[config.mk]
export PLATFORM = sky130hd
export DESIGN_NAME = msgpu_psram_arbiter
export DESIGN_NICKNAME = d
export VERILOG_FILES = /design/src/rtl/msgpu_psram_arbiter.sv
export SDC_FILE = /design/constraint.sdc
export NUM_CORES = 1
export LEC_CHECK = 0
export CAP_MARGIN = 20
export CORE_ASPECT_RATIO = 0.8
export CORE_UTILIZATION = 28
export DETAILED_ROUTE_END_ITERATION = 10
export HOLD_SLACK_MARGIN = 0.1
export SLEW_MARGIN = 10
export SYNTH_ARGS = -nofsm -noshare
export SYNTH_HDL_FRONTEND = slang
export SYNTH_SLANG_ARGS = --single-unit
export TNS_END_PERCENT = 1
[constraint.sdc]
create_clock -name clock -period 2.6 [get_ports clock]
set_input_delay 0.39 -clock clock [delete_from_list [all_inputs] [get_ports clock]]
set_output_delay 0.39 -clock clock [all_outputs]
set_load 0.05 [all_outputs]
[src/rtl/msgpu_psram_arbiter.sv]
// Two-requester arbiter in front of the QSPI PSRAM controller: display burst reads beat MCU byte writes.
// Optional MCU anti-starvation forced grant is enabled by defining MSGPU_ARB_ANTI_STARVE_EN.
module msgpu_psram_arbiter #(
    parameter int ADDR_W   = 23,
    parameter int LEN_W    = 10,
    parameter int MAX_WAIT = 64,
    parameter int TIMEOUT  = 4096
) (
    input  logic              clock,
    input  logic              reset_n,
    input  logic              disp_req,
    input  logic [ADDR_W-1:0] disp_addr,
    input  logic [LEN_W-1:0]  disp_len,
    output logic              disp_ack,
    output logic [7:0]        disp_rdata,
    output logic              disp_rdata_vld,
    input  logic              mcu_req,
    input  logic [ADDR_W-1:0] mcu_addr,
    input  logic [7:0]        mcu_wdata,
    output logic              mcu_ack,
    output logic              mem_req,
    output logic              mem_write,
    output logic [ADDR_W-1:0] mem_addr,
    output logic [LEN_W-1:0]  mem_len,
    output logic [7:0]        mem_wdata,
    input  logic              mem_ready,
    input  logic [7:0]        mem_rdata,
    input  logic              mem_rdata_vld,
    input  logic              mem_done,
    output logic              arb_err
);
    localparam int TMO_W  = $clog2(TIMEOUT);
    localparam int WAIT_W = $clog2(MAX_WAIT + 1);

    typedef enum logic [1:0] {S_IDLE, S_ISSUE, S_BUSY} state_t;
    typedef enum logic [1:0] {OWN_NONE, OWN_DISP, OWN_MCU} owner_t;

    state_t             state_q;
    owner_t             owner_q;
    logic [TMO_W-1:0]   tmo_q;
    logic               disp_ack_q;
    logic               mcu_ack_q;
    logic [7:0]         disp_rdata_q;
    logic               disp_rdata_vld_q;
    logic               mem_req_q;
    logic               mem_write_q;
    logic [ADDR_W-1:0]  mem_addr_q;
    logic [LEN_W-1:0]   mem_len_q;
    logic [7:0]         mem_wdata_q;
    logic               arb_err_q;
    logic               forced_mcu;
    logic               arb_open;
    logic               pick_mcu;

`ifdef MSGPU_ARB_ANTI_STARVE_EN
    logic [WAIT_W-1:0] mcu_wait_q;
    logic [WAIT_W-1:0] mcu_wait_d;

    always_comb begin
        mcu_wait_d = mcu_wait_q;
        if (!mcu_req || mcu_ack_q) begin
            mcu_wait_d = '0;
        end else if (mcu_wait_q != WAIT_W'(MAX_WAIT)) begin
            mcu_wait_d = mcu_wait_q + 1'b1;
        end
    end

    always_ff @(posedge clock) begin
        if (!reset_n) begin
            mcu_wait_q <= '0;
        end else begin
            mcu_wait_q <= mcu_wait_d;
        end
    end

    assign forced_mcu = mcu_req && (mcu_wait_q == WAIT_W'(MAX_WAIT));
`else
    assign forced_mcu = 1'b0;
`endif

    // Requesters still see their own ack this cycle and have not yet dropped req; skip arbitration then.
    assign arb_open = !disp_ack_q && !mcu_ack_q;
    assign pick_mcu = mcu_req && (forced_mcu || !disp_req);

    always_ff @(posedge clock) begin
        if (!reset_n) begin
            state_q          <= S_IDLE;
            owner_q          <= OWN_NONE;
            tmo_q            <= '0;
            disp_ack_q       <= 1'b0;
            mcu_ack_q        <= 1'b0;
            disp_rdata_q     <= '0;
            disp_rdata_vld_q <= 1'b0;
            mem_req_q        <= 1'b0;
            mem_write_q      <= 1'b0;
            mem_addr_q       <= '0;
            mem_len_q        <= '0;
            mem_wdata_q      <= '0;
            arb_err_q        <= 1'b0;
        end else begin
            disp_ack_q       <= 1'b0;
            mcu_ack_q        <= 1'b0;
            disp_rdata_vld_q <= 1'b0;

            if (mem_rdata_vld) begin
                if (state_q == S_BUSY && owner_q == OWN_DISP) begin
                    disp_rdata_q     <= mem_rdata;
                    disp_rdata_vld_q <= 1'b1;
                end else begin
                    arb_err_q <= 1'b1;
                end
            end

            if (mem_done && state_q != S_BUSY) begin
                arb_err_q <= 1'b1;
            end

            case (state_q)
                S_IDLE: begin
                    if (arb_open) begin
                        if (pick_mcu) begin
                            mem_req_q   <= 1'b1;
                            mem_write_q <= 1'b1;
                            mem_addr_q  <= mcu_addr;
                            mem_len_q   <= LEN_W'(1);
                            mem_wdata_q <= mcu_wdata;
                            owner_q     <= OWN_MCU;
                            state_q     <= S_ISSUE;
                        end else if (disp_req) begin
                            if (disp_len == '0) begin
                                disp_ack_q <= 1'b1;
                            end else begin
                                mem_req_q   <= 1'b1;
                                mem_write_q <= 1'b0;
                                mem_addr_q  <= disp_addr;
                                mem_len_q   <= disp_len;
                                mem_wdata_q <= '0;
                                owner_q     <= OWN_DISP;
                                state_q     <= S_ISSUE;
                            end
                        end
                    end
                end
                S_ISSUE: begin
                    if (mem_ready) begin
                        mem_req_q  <= 1'b0;
                        disp_ack_q <= (owner_q == OWN_DISP);
                        mcu_ack_q  <= (owner_q == OWN_MCU);
                        tmo_q      <= '0;
                        state_q    <= S_BUSY;
                    end
                end
                S_BUSY: begin
                    if (mem_done) begin
                        owner_q <= OWN_NONE;
                        state_q <= S_IDLE;
                    end else if (tmo_q == TMO_W'(TIMEOUT - 1)) begin
                        owner_q   <= OWN_NONE;
                        state_q   <= S_IDLE;
                        arb_err_q <= 1'b1;
                    end else begin
                        tmo_q <= tmo_q + 1'b1;
                    end
                end
                default: begin
                    state_q <= S_IDLE;
                    owner_q <= OWN_NONE;
                end
            endcase
        end
    end

    assign disp_ack       = disp_ack_q;
    assign mcu_ack        = mcu_ack_q;
    assign disp_rdata     = disp_rdata_q;
    assign disp_rdata_vld = disp_rdata_vld_q;
    assign mem_req        = mem_req_q;
    assign mem_write      = mem_write_q;
    assign mem_addr       = mem_addr_q;
    assign mem_len        = mem_len_q;
    assign mem_wdata      = mem_wdata_q;
    assign arb_err        = arb_err_q;

endmodule

final_congestion.png
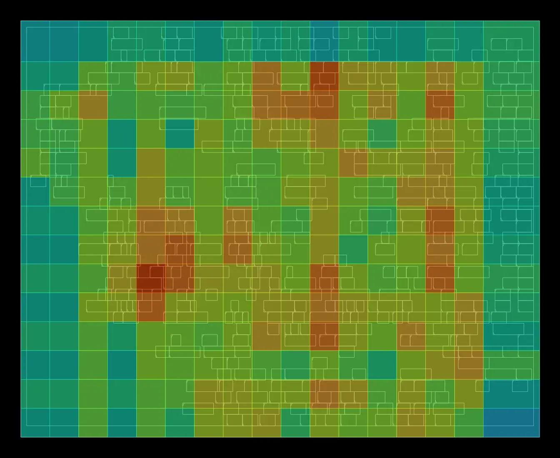
Tot GR Track Use: 14.8%
post-route core utilization: 44.1%
busiest grt layer: met2

metal_stack.png
Only two layers are drawn.
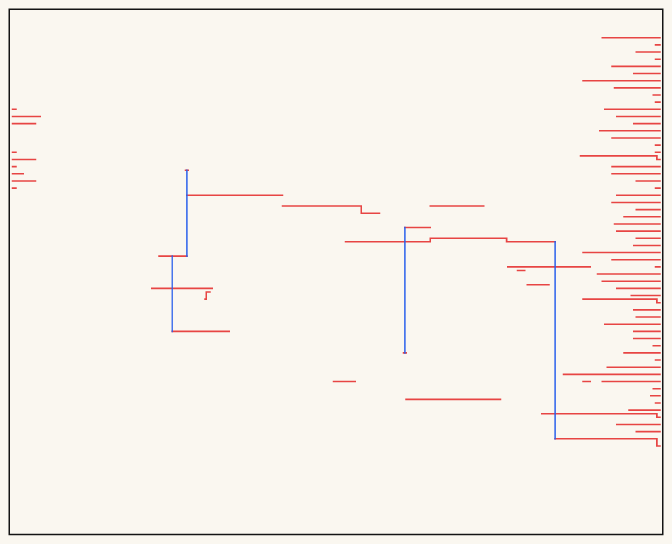
Key: met3 = red [wire length 609 um]; met4 = blue [wire length 91.8 um]
wire per inst: 15.5 um
vias: 2962
final wirelength: 9220 um

met3.png
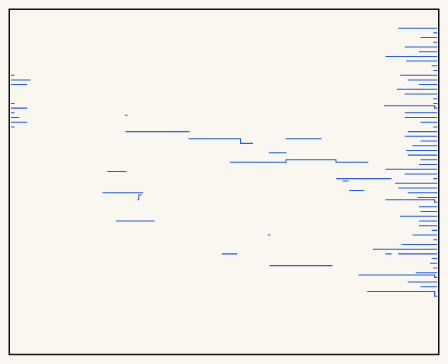
The layer carries 609 um of wire. The wires run mostly horizontal. 74 nets have wire on it.

pins.png
Pins as bars across the die edge, other pins in grey.
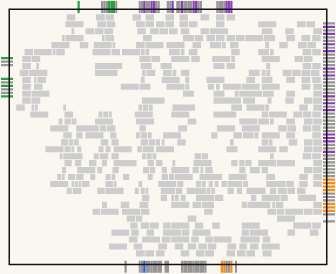
Key: `mem_addr` = purple [pins 23, direction output, edge 13 right, 10 top]; `mem_done` = blue [pins 1, direction input, edge bottom]; `disp_rdata` = green [pins 8, direction output, edge 4 left, 4 top]; `disp_len` = orange [pins 10, direction input, edge 7 right, 3 bottom]
All pins by edge: 57 right, 38 top, 30 bottom, 9 left.
PortBufs: 133
die span in y: 99.4 um
Die W: 124 um

==> flow_summary_export.csv <==
group,metric,value,unit
outcome,status,"completed",
detailed_routing,drtIter0Drc,124,
synthesis,top_cell_area_share,42.8,%
synthesis,postSynthSeqShare,42.8,%
cts,cts_resized,0,
finish,layout_top_cells,"clkdlybuf4s50_1 (133), dfxtp_1 (71), mux2i_1 (34)",
detailed_routing,dr.pass1.iters,4,
cts,root_buffer,"clkbuf_16",
min_path,hold_class,"reg -> reg",
global_route,grt_antenna_before_repair,0,
global_route,grt_pass1_vias,2860,
placed_design,placed_area,0.00475,mm^2
cts,cts_buffer_depth,2,
timing,slew_viol_final,0,
finish,final_common_cell,"clkdlybuf4s50_1",
critical_path,crit_required,2.21,ns
synthesis,yosysCellCount,316,
critical_path,worst-r2r-cell-count,5,
power_and_ir_drop,power,3.37,mW
detailed_routing,drc,0,
placed_design,place.gp.congestion,0.774,
run,maxCapViolCount,0,
global_route,grt_pass1_wl,14100,um
critical_path,cp_num_buf_inv,1,
timing,worstMarginPinSlew,0.623,ns
critical_path,rrSetupSlack,0.66,ns
critical_path,startpoint,"disp_ack",
critical_path,cp-end-kind,"output port",
synthesis,syn_nets,396,
floorplan,die_area,0.0123,mm^2
critical_path,crit_fanout,3,
detailed_routing,antenna_left,0,
min_path,hold_end,"mem_write",
critical_path,crit_end,"disp_ack",
critical_path,cp_top_family,"buffers and inverters",
critical_path,startpoint_type,"flop",
timing,tns,0,ns
timing,slew_headroom,58.3,%
timing,min_period_over_period,75.4,%
synthesis,ys_chip_area,0.00332,mm^2
critical_path,crit_type,"reg -> out",
cts,cts_sinks,71,
min_path,hold_path.startpoint,"mem_write",
synthesis,synthTopCellsByCount,"dfxtp_1 (71), mux2i_1 (34), a21oi_1 (33), a211oi_2 (20), a22o_1 (18)",
finish,drive_above_1_share,12.5,%
synthesis,yosysMostFrequentCell,"dfxtp_1",
timing,holdWs,0.454,ns
critical_path,worstReg2RegStart,"tmo_q[0]",
synthesis,synth-edff-count,0,
timing,layout_min_cycle_time,1.96,ns
cts,cts_tree,"yes",
finish,antennaDiodeCount,0,
detailed_routing,routed_via_density,4.98,
finish,post-route-cell-area,0.00508,mm^2
critical_path,cp.depth,1,
cts,htree_levels,3,
cts,insertion_delay,0.33,ns
placed_design,dpl.hpwl,6770,um
floorplan,fp-utilization,28.9,%
power_and_ir_drop,power_density,663,mW/mm^2
timing,rsz0062_at_grt,"false",
cts,cts_buffers,9,
cts,cts_hold_buffers,0,
synthesis,yosysTopAreaCell,"dfxtp_1",
cts,clk_pin_slew_worst_paths,0.06,ns
critical_path,slowest_stage,"clkdlybuf4s50_1",
synthesis,synth_area,0.00332,mm^2
synthesis,synthTopCellsByArea,"dfxtp_1 (43%), mux2i_1 (10%), a211oi_2 (7.5%), a21oi_1 (5.0%), a22o_1 (4.7%)",
timing,fin_skew,0.00497,ns
synthesis,synth-main-ff-cell,"dfxtp_1",
floorplan,io_pins,134,
timing,setup_viol,0,
timing,hold_violations,0,
synthesis,syn_area_per_cell,10.5,um^2
cts,post_cts_buffers,0,
synthesis,synthArstFlopShare,0,%
synthesis,syn_inst,316,
synthesis,ys_types,50,
finish,syn_to_final_growth,52.8,%
run,tool_warnings,26,
critical_path,max_stage_delay,0.85,ns
global_route,grt_overflow,0,
critical_path,path_cells,"clkdlybuf4s50_1",
synthesis,yosys_warnings,0,
power_and_ir_drop,power_leakage,1.99,nW
timing,fmax,510,MHz
floorplan,placementRows,35,
finish,fin_nets,522,
power_and_ir_drop,peakVddDrop,353,uV
floorplan,fp.coreArea,0.0115,mm^2
critical_path,arrival,1.57,ns
global_route,grt_max_degree,26,
min_path,hold_path_depth,1,
critical_path,r2r_end,"tmo_q[6]",
synthesis,ys_ff,71,
-- cells by family after synthesis --
logic type | Yosys count | synth area share (%)
buffers and inverters | 28 | 5.35
multiplexers | 34 | 10.2
flip-flops | 71 | 42.8
adder cells (fa/ha/maj) | 1 | 0.376
AND/OR/NAND/NOR | 74 | 15.0
AND-OR/OR-AND | 108 | 26.3
-- flip-flops by register name, summed over array words and instances (netlist names) --
register        cells
mem_wdata           8
disp_rdata          8
disp_ack            1
arb_err             1
mem_len            10
state_q             2
mcu_ack             1
mem_req             1
owner_q             2
mem_write           1
tmo_q              12
disp_rdata_vld      1
mem_addr           23
-- cell type report --
type,instances,area [um^2]
Fill cell,1073,6440
Tap cell,148,185
Inverter,1,3.75
Clock buffer,11,253
Sequential cell,71,1420
Timing Repair Buffer,142,1410
Clock inverter,5,80.1
Multi-Input combinational cell,217,1720
-- metrics by stage --
step / instances / worst slack, ns / util [%]
floorplan: 316 / 0.901 / -
global placement: 579 / 0.389 / 41.2
detailed placement: 579 / 0.363 / 41.2
CTS: 595 / 0.615 / 44.1
global route: 595 / 0.518 / 44.1
finish: 595 / 0.640 / 44.1
-- per-layer routing --
layer	global-route usage [%]	vias up	part of all wire, %
met1	18.6	1401	46
met3	4.24	9	6.6
met4	4.73	0	0.99
li1	-	1460	-
met5	0	-	0
met2	24.3	92	46
-- power by group --
part	internal (mW)	total [mW]	switching, mW	leakage [nW]
clock network	0.890	1.35	0.460	0.158
registers	1.16	1.21	0.0456	0.582
logic	0.335	0.806	0.471	1.25
-- worst reg2reg max path, cell delays in order (launching register included) --
cell and delay [ns]:
dfxtp_1 0.38, ha_1 0.22, nand3_1 0.20, or4_1 0.63
a41oi_1 0.30, a311oi_1 0.07
Power figures rest on the tool's default switching activity, not on a simulated workload.
